### Met1 routing

Cells faint in the background.
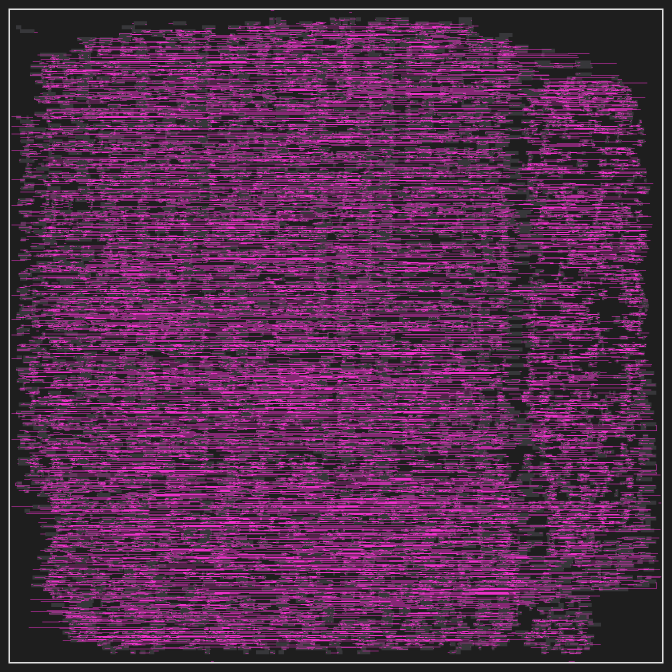
### Signal wires on met2

Scale bar: 100 µm.
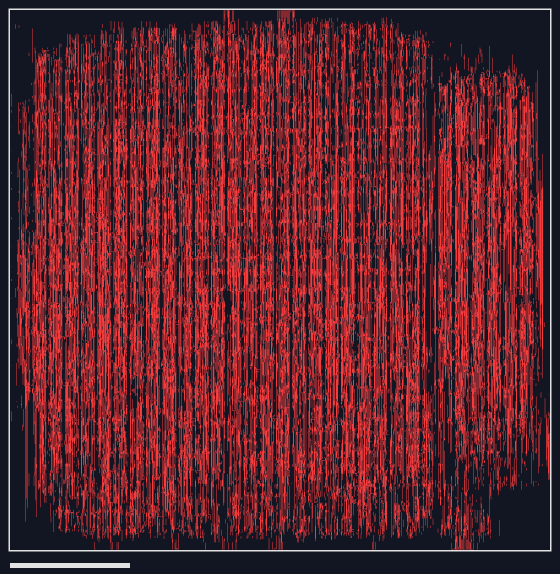
File: src/rtl/param_alu_pipeline_pkg.sv
// Shared definitions for the param_alu_pipeline core.
//   - instruction field positions (op[31:26] rd[25:21] rs[20:16] rt[15:11] imm[15:0])
//   - opcode encodings
//   - op_is_illegal : opcode legality decode
//   - op_uses_rt    : whether an opcode reads the rt register
//   - alu_compute   : ALU result on ALU_W-bit sign-extended operands; callers
//                     truncate to their datapath width, which keeps modular
//                     arithmetic and signed compares exact for DATA_W <= ALU_W.
package param_alu_pipeline_pkg;

    localparam int INSTR_W = 32;
    localparam int OP_LSB  = 26;
    localparam int OP_W    = 6;
    localparam int RD_LSB  = 21;
    localparam int RS_LSB  = 16;
    localparam int RT_LSB  = 11;
    localparam int IMM_LSB = 0;
    localparam int IMM_W   = 16;
    localparam int ALU_W   = 64;

    typedef logic [OP_W-1:0]         opcode_t;
    typedef logic signed [ALU_W-1:0] alu_word_t;

    localparam opcode_t OP_MOV  = 6'h00;
    localparam opcode_t OP_NOT  = 6'h01;
    localparam opcode_t OP_AND  = 6'h02;
    localparam opcode_t OP_ADD  = 6'h03;
    localparam opcode_t OP_NOR  = 6'h04;
    localparam opcode_t OP_NAND = 6'h05;
    localparam opcode_t OP_SUB  = 6'h06;
    localparam opcode_t OP_SLT  = 6'h07;
    localparam opcode_t OP_OR   = 6'h08;
    localparam opcode_t OP_XOR  = 6'h09;
    localparam opcode_t OP_ADDI = 6'h0B;
    localparam opcode_t OP_SUBI = 6'h0E;

    function automatic logic op_is_illegal(input opcode_t op);
        case (op)
            OP_MOV, OP_NOT, OP_AND, OP_ADD, OP_NOR, OP_NAND, OP_SUB,
            OP_SLT, OP_OR, OP_XOR, OP_ADDI, OP_SUBI: return 1'b0;
            default:                                 return 1'b1;
        endcase
    endfunction

    function automatic logic op_uses_rt(input opcode_t op);
        case (op)
            OP_AND, OP_ADD, OP_NOR, OP_NAND, OP_SUB,
            OP_SLT, OP_OR, OP_XOR: return 1'b1;
            default:               return 1'b0;
        endcase
    endfunction

    function automatic alu_word_t alu_compute(input opcode_t op, input alu_word_t a,
                                              input alu_word_t b, input alu_word_t imm);
        case (op)
            OP_MOV:  return a;
            OP_NOT:  return ~a;
            OP_AND:  return a & b;
            OP_ADD:  return a + b;
            OP_NOR:  return ~(a | b);
            OP_NAND: return ~(a & b);
            OP_SUB:  return a - b;
            OP_SLT:  return {{(ALU_W-1){1'b0}}, (a < b)};
            OP_OR:   return a | b;
            OP_XOR:  return a ^ b;
            OP_ADDI: return a + imm;
            OP_SUBI: return a - imm;
            default: return '0;
        endcase
    endfunction

endpackage

File: src/rtl/param_alu_regfile.sv
// Register file for param_alu_pipeline.
//   NUM_REGS x DATA_W, cleared by asynchronous active-low reset.
//   Two asynchronous read ports; reads return the array, so a write at an
//   edge is visible to readers throughout the following cycle.
//   One write path per register, fed by a priority mux: the pipeline
//   write-back (wb_*) wins over the preload port (cfg_*) on the same index.
// Ports:
//   clk, rst_n                     clock / async active-low reset
//   cfg_we, cfg_addr, cfg_wdata    preload write
//   wb_we, wb_addr, wb_wdata       pipeline write-back
//   rd_addr_a/b, rd_data_a/b       read ports
module param_alu_regfile
    import param_alu_pipeline_pkg::*;
#(
    parameter int DATA_W   = 32,
    parameter int NUM_REGS = 32,
    parameter int IDX_W    = 5
) (
    input  logic              clk,
    input  logic              rst_n,
    input  logic              cfg_we,
    input  logic [IDX_W-1:0]  cfg_addr,
    input  logic [DATA_W-1:0] cfg_wdata,
    input  logic              wb_we,
    input  logic [IDX_W-1:0]  wb_addr,
    input  logic [DATA_W-1:0] wb_wdata,
    input  logic [IDX_W-1:0]  rd_addr_a,
    input  logic [IDX_W-1:0]  rd_addr_b,
    output logic [DATA_W-1:0] rd_data_a,
    output logic [DATA_W-1:0] rd_data_b
);

    logic [DATA_W-1:0] regs [NUM_REGS];

    always_ff @(posedge clk or negedge rst_n) begin
        if (!rst_n) begin
            for (int i = 0; i < NUM_REGS; i++) begin
                regs[i] <= '0;
            end
        end else begin
            for (int i = 0; i < NUM_REGS; i++) begin
                if (wb_we && (wb_addr == IDX_W'(i))) begin
                    regs[i] <= wb_wdata;
                end else if (cfg_we && (cfg_addr == IDX_W'(i))) begin
                    regs[i] <= cfg_wdata;
                end
            end
        end
    end

    assign rd_data_a = regs[rd_addr_a];
    assign rd_data_b = regs[rd_addr_b];

endmodule

File: src/rtl/param_alu_pipeline.sv
// param_alu_pipeline: 3-stage (ID / EX / WB) register-to-register ALU core.
//   An instruction accepted at edge k sits in ID during cycle k, is in EX
//   during cycle k+1, and at edge k+2 writes rd and updates out_*.
//   Illegal opcodes flow through with out_err=1, out_result=0, no write.
// Build option (macro FORWARDING_EN):
//   defined   - the EX result is bypassed into the ID operands; never stalls.
//   undefined - an ID instruction reading the EX destination is held in ID
//               for one cycle (in_ready=0) and a bubble enters EX.
// Ports:
//   clk, rst_n             clock / async active-low reset
//   in_valid, in_ready     instruction handshake
//   instr                  op[31:26] rd[25:21] rs[20:16] rt[15:11] imm[15:0]
//   cfg_we/addr/wdata      register preload (pipeline must be empty)
//   out_valid              one-cycle pulse per retired instruction
//   out_result, out_err    result / illegal-opcode flag of retired instr
//   retired_cnt            retired-instruction count, wraps
// Supports DATA_W from 8 to 64.
module param_alu_pipeline
    import param_alu_pipeline_pkg::*;
#(
    parameter int DATA_W   = 32,
    parameter int NUM_REGS = 32,
    parameter int CNT_W    = 16
) (
    input  logic              clk,
    input  logic              rst_n,
    input  logic              in_valid,
    output logic              in_ready,
    input  logic [31:0]       instr,
    input  logic              cfg_we,
    input  logic [4:0]        cfg_addr,
    input  logic [DATA_W-1:0] cfg_wdata,
    output logic              out_valid,
    output logic [DATA_W-1:0] out_result,
    output logic              out_err,
    output logic [CNT_W-1:0]  retired_cnt
);

    localparam int IDX_W = (NUM_REGS > 1) ? $clog2(NUM_REGS) : 1;

    logic                     id_valid;
    logic [INSTR_W-1:0]       id_instr;
    opcode_t                  id_op;
    logic [IDX_W-1:0]         id_rd;
    logic [IDX_W-1:0]         id_rs;
    logic [IDX_W-1:0]         id_rt;
    logic signed [DATA_W-1:0] rf_a;
    logic signed [DATA_W-1:0] rf_b;
    logic signed [DATA_W-1:0] id_a;
    logic signed [DATA_W-1:0] id_b;
    logic                     id_issue;
    logic                     rs_hit;
    logic                     rt_hit;

    logic                     ex_valid;
    logic                     ex_err;
    opcode_t                  ex_op;
    logic [IDX_W-1:0]         ex_rd;
    logic signed [DATA_W-1:0] ex_a;
    logic signed [DATA_W-1:0] ex_b;
    logic signed [IMM_W-1:0]  ex_imm;
    logic signed [DATA_W-1:0] ex_result;
    logic                     ex_writes;

    // ---- ID stage: decode and register read ----
    assign id_op = id_instr[OP_LSB +: OP_W];
    assign id_rd = id_instr[RD_LSB +: IDX_W];
    assign id_rs = id_instr[RS_LSB +: IDX_W];
    assign id_rt = id_instr[RT_LSB +: IDX_W];

    param_alu_regfile #(
        .DATA_W   (DATA_W),
        .NUM_REGS (NUM_REGS),
        .IDX_W    (IDX_W)
    ) u_regfile (
        .clk       (clk),
        .rst_n     (rst_n),
        .cfg_we    (cfg_we),
        .cfg_addr  (cfg_addr[IDX_W-1:0]),
        .cfg_wdata (cfg_wdata),
        .wb_we     (ex_writes),
        .wb_addr   (ex_rd),
        .wb_wdata  (ex_result),
        .rd_addr_a (id_rs),
        .rd_addr_b (id_rt),
        .rd_data_a (rf_a),
        .rd_data_b (rf_b)
    );

    // Only a valid, legal EX instruction produces a register value that a
    // younger instruction could depend on.
    assign ex_writes = ex_valid && !ex_err;
    assign rs_hit    = ex_writes && (id_rs == ex_rd);
    assign rt_hit    = ex_writes && op_uses_rt(id_op) && (id_rt == ex_rd);

`ifdef FORWARDING_EN
    assign id_a     = rs_hit ? ex_result : rf_a;
    assign id_b     = rt_hit ? ex_result : rf_b;
    assign in_ready = 1'b1;
`else
    // Holding ID for one cycle lets the EX result land in the regfile; the
    // following cycle EX holds a bubble, so the stall never exceeds 1 cycle.
    assign id_a     = rf_a;
    assign id_b     = rf_b;
    assign in_ready = !(id_valid && !op_is_illegal(id_op) && (rs_hit || rt_hit));
`endif

    assign id_issue = id_valid && in_ready;

    // ---- EX stage: ALU ----
    assign ex_result = DATA_W'(alu_compute(ex_op, alu_word_t'(ex_a), alu_word_t'(ex_b),
                                           alu_word_t'(ex_imm)));

    always_ff @(posedge clk or negedge rst_n) begin
        if (!rst_n) begin
            id_valid    <= 1'b0;
            ex_valid    <= 1'b0;
            out_valid   <= 1'b0;
            out_err     <= 1'b0;
            out_result  <= '0;
            retired_cnt <= '0;
        end else begin
            if (in_ready) begin
                id_valid <= in_valid;
            end
            ex_valid  <= id_issue;
            // ---- WB stage: retire ----
            out_valid <= ex_valid;
            out_err   <= ex_valid && ex_err;
            if (ex_valid) begin
                out_result  <= ex_err ? '0 : ex_result;
                retired_cnt <= retired_cnt + CNT_W'(1);
            end
        end
    end

    // Payload registers are qualified by id_valid / ex_valid, so they need no reset.
    always_ff @(posedge clk) begin
        if (in_ready && in_valid) begin
            id_instr <= instr;
        end
        if (id_issue) begin
            ex_op  <= id_op;
            ex_err <= op_is_illegal(id_op);
            ex_rd  <= id_rd;
            ex_a   <= id_a;
            ex_b   <= id_b;
            ex_imm <= id_instr[IMM_LSB +: IMM_W];
        end
    end

endmodule
File: config.mk
export PLATFORM = sky130hd
export DESIGN_NAME = param_alu_pipeline
export DESIGN_NICKNAME = d
export VERILOG_FILES = /design/src/rtl/param_alu_pipeline_pkg.sv /design/src/rtl/param_alu_regfile.sv /design/src/rtl/param_alu_pipeline.sv
export SDC_FILE = /design/constraint.sdc
export NUM_CORES = 2
export LEC_CHECK = 0
export CAP_MARGIN = 20
export CORE_MARGIN = 4
export CORE_UTILIZATION = 40
export CTS_CLUSTER_DIAMETER = 150
export DETAILED_ROUTE_END_ITERATION = 8
export GPL_TIMING_DRIVEN = 0
export PLACE_DENSITY_LB_ADDON = 0.1
export SETUP_SLACK_MARGIN = 0.4
export SYNTH_ARGS = -nofsm -noshare
export SYNTH_HDL_FRONTEND = slang
export SYNTH_SLANG_ARGS = --single-unit
File: constraint.sdc
create_clock -name clk -period 7.4 [get_ports clk]
set_clock_uncertainty 0.1 [all_clocks]
set_input_delay 0.74 -clock clk [delete_from_list [all_inputs] [get_ports clk]]
set_output_delay 0.74 -clock clk [all_outputs]
set_load 0.03 [all_outputs]
==> CHANGELOG.md <==
### Metrics

* Biggest Area Class: multi-input combinational cells
* Metal3 WL at 33000 µm
* CP Capture Type: flop
* Final setup fails at 0
* Vias in the first global route at 64500
* CTS tree: done
* Placed cells at 10100
* Number of placed I/O pins at 124
* Post-synth net total at 7482
* Bufs w/o clock at 1008
* Adder share at 2.14%
* FF-to-FF path depth at 18
* Count leader, synth: dfrtp_1
* Max_slew headroom at 13.3%
* Crit. Startpoint: ex_op[2]
* Cell Area, Placed at 84500 µm²
* Cell Count, Final, Fillers Out at 10400
* Die x size at 451 µm
* Sequential share of cell area at 34.2%
* Crit path time final at 6.79 ns
* Max Clk Rate at 0.147 GHz
* Most used logic cell in the final layout: dfrtp_1
* Clock buffer cells at 219
* Worst r2r src: ex_op[2]
* Wire per inst at 37.4 µm
* DP HPWL at 319000 µm
* Top sig layer: met5
* Synth cell types at 96
* Ys flops at 1202
* H-Tree Depth at 4
* Final clock-cell share at 5.48%
* Number of buffers created by CTS at 149
* Final Hold Viols at 0
* Vias/cell at 6.39
* Antenna violation net count after detailed routing at 0
* Yosys stat cell total at 7276
* Tot GR Track Use at 37.6%
* Max_cap viols at 0
* Root Buffer: clkbuf_16
* Tap cells at 2624
* Hold Path Origin: ex_valid
* Multi-input gates at 5167
* CTS clk-pin slew, worst paths at 0.06 ns
* Filler cells at 18600
* Clk Latency, worst-skew pair at 0.82 ns
* Outcome: finished clean
* Synth area leader: dfrtp_1
* Drt pass-1 iters at 8
* Stage-log warning count at 116
About 'Met1 routing':
7463 nets have wire on it. The wires run mostly horizontal. The longest straight run is 167 µm. The layer holds 38% of the routed length.
via count: 66500
grt met1 use: 46.8%
Routed WL: 389000 µm

About 'Signal wires on met2':
The layer carries 181 mm of wire. The longest straight run is 223 µm. The layer holds 46% of the routed length. The wires run mostly vertical. 6453 nets have wire on it.
met2 Use GR: 60.2%

[power breakdown]
group	internal [W]	leakage, nW	switching, W	total, W
Clock	0.00441	2.44	0.00318	0.00759
Sequential	0.00824	13.8	0.00137	0.00961
Combinational	0.00397	19.3	0.00489	0.00886
[critical path, cell delays in order, from the launching register on]
cell      delay (ns)
edfxtp_1        0.43
buf_2           0.21
or4b_1          0.58
nor2_1          0.19
buf_2           0.31
nor2_4          0.07
clkbuf_1        0.46
a221o_1         0.49
inv_1           0.07
ha_1            0.15
nor2_1          0.04
a21oi_1         0.76
o22ai_1         0.28
xnor2_1         0.20
a22oi_1         0.53
nand3_1         0.91
buf_2           0.59
nand2_1         0.12
o21ai_0         0.10
[timing repair]
action,4_1_cts,5_1_grt
endpoints found under the hold margin,127,0
pin swaps,1,1
cloned,0,0
hold buffers,1,0
resized,2,29
buffers inserted,0,2
endpoints found under the setup margin,29,246
[stage by stage]
stage	util, %	setup slack [ns]	hold WS (ns)
after CTS	45.8	0.406	0.276
after global routing	46.0	0.448	0.288
final	46.0	0.611	0.275
after detailed placement	43.3	0.258	0.263
after global placement	42.6	-47.70	0.256
after floorplan	-	2.55	0.252
[worst min-delay path by stage]
stage | cells past startpoint | slack, ns | to
2_1_floorplan | 0 | 0.25 | out_valid
3_3_place_gp | 0 | 0.26 | out_valid
3_5_place_dp | 0 | 0.26 | out_valid
4_1_cts | 0 | 0.28 | out_valid
5_1_grt | 0 | 0.29 | out_valid
6_report | 0 | 0.28 | out_valid
[state kept, by name (all words and copies together) (netlist names), named ones only]
register,flops
ex_b,32
u_regfile.regs,1024
retired_cnt,16
out_result,32
id_valid,1
id_instr,32
ex_op,6
ex_err,1
out_valid,1
ex_valid,1
ex_imm,16
out_err,1
ex_a,32
ex_rd,5
Power and IR drop assume default switching activity.
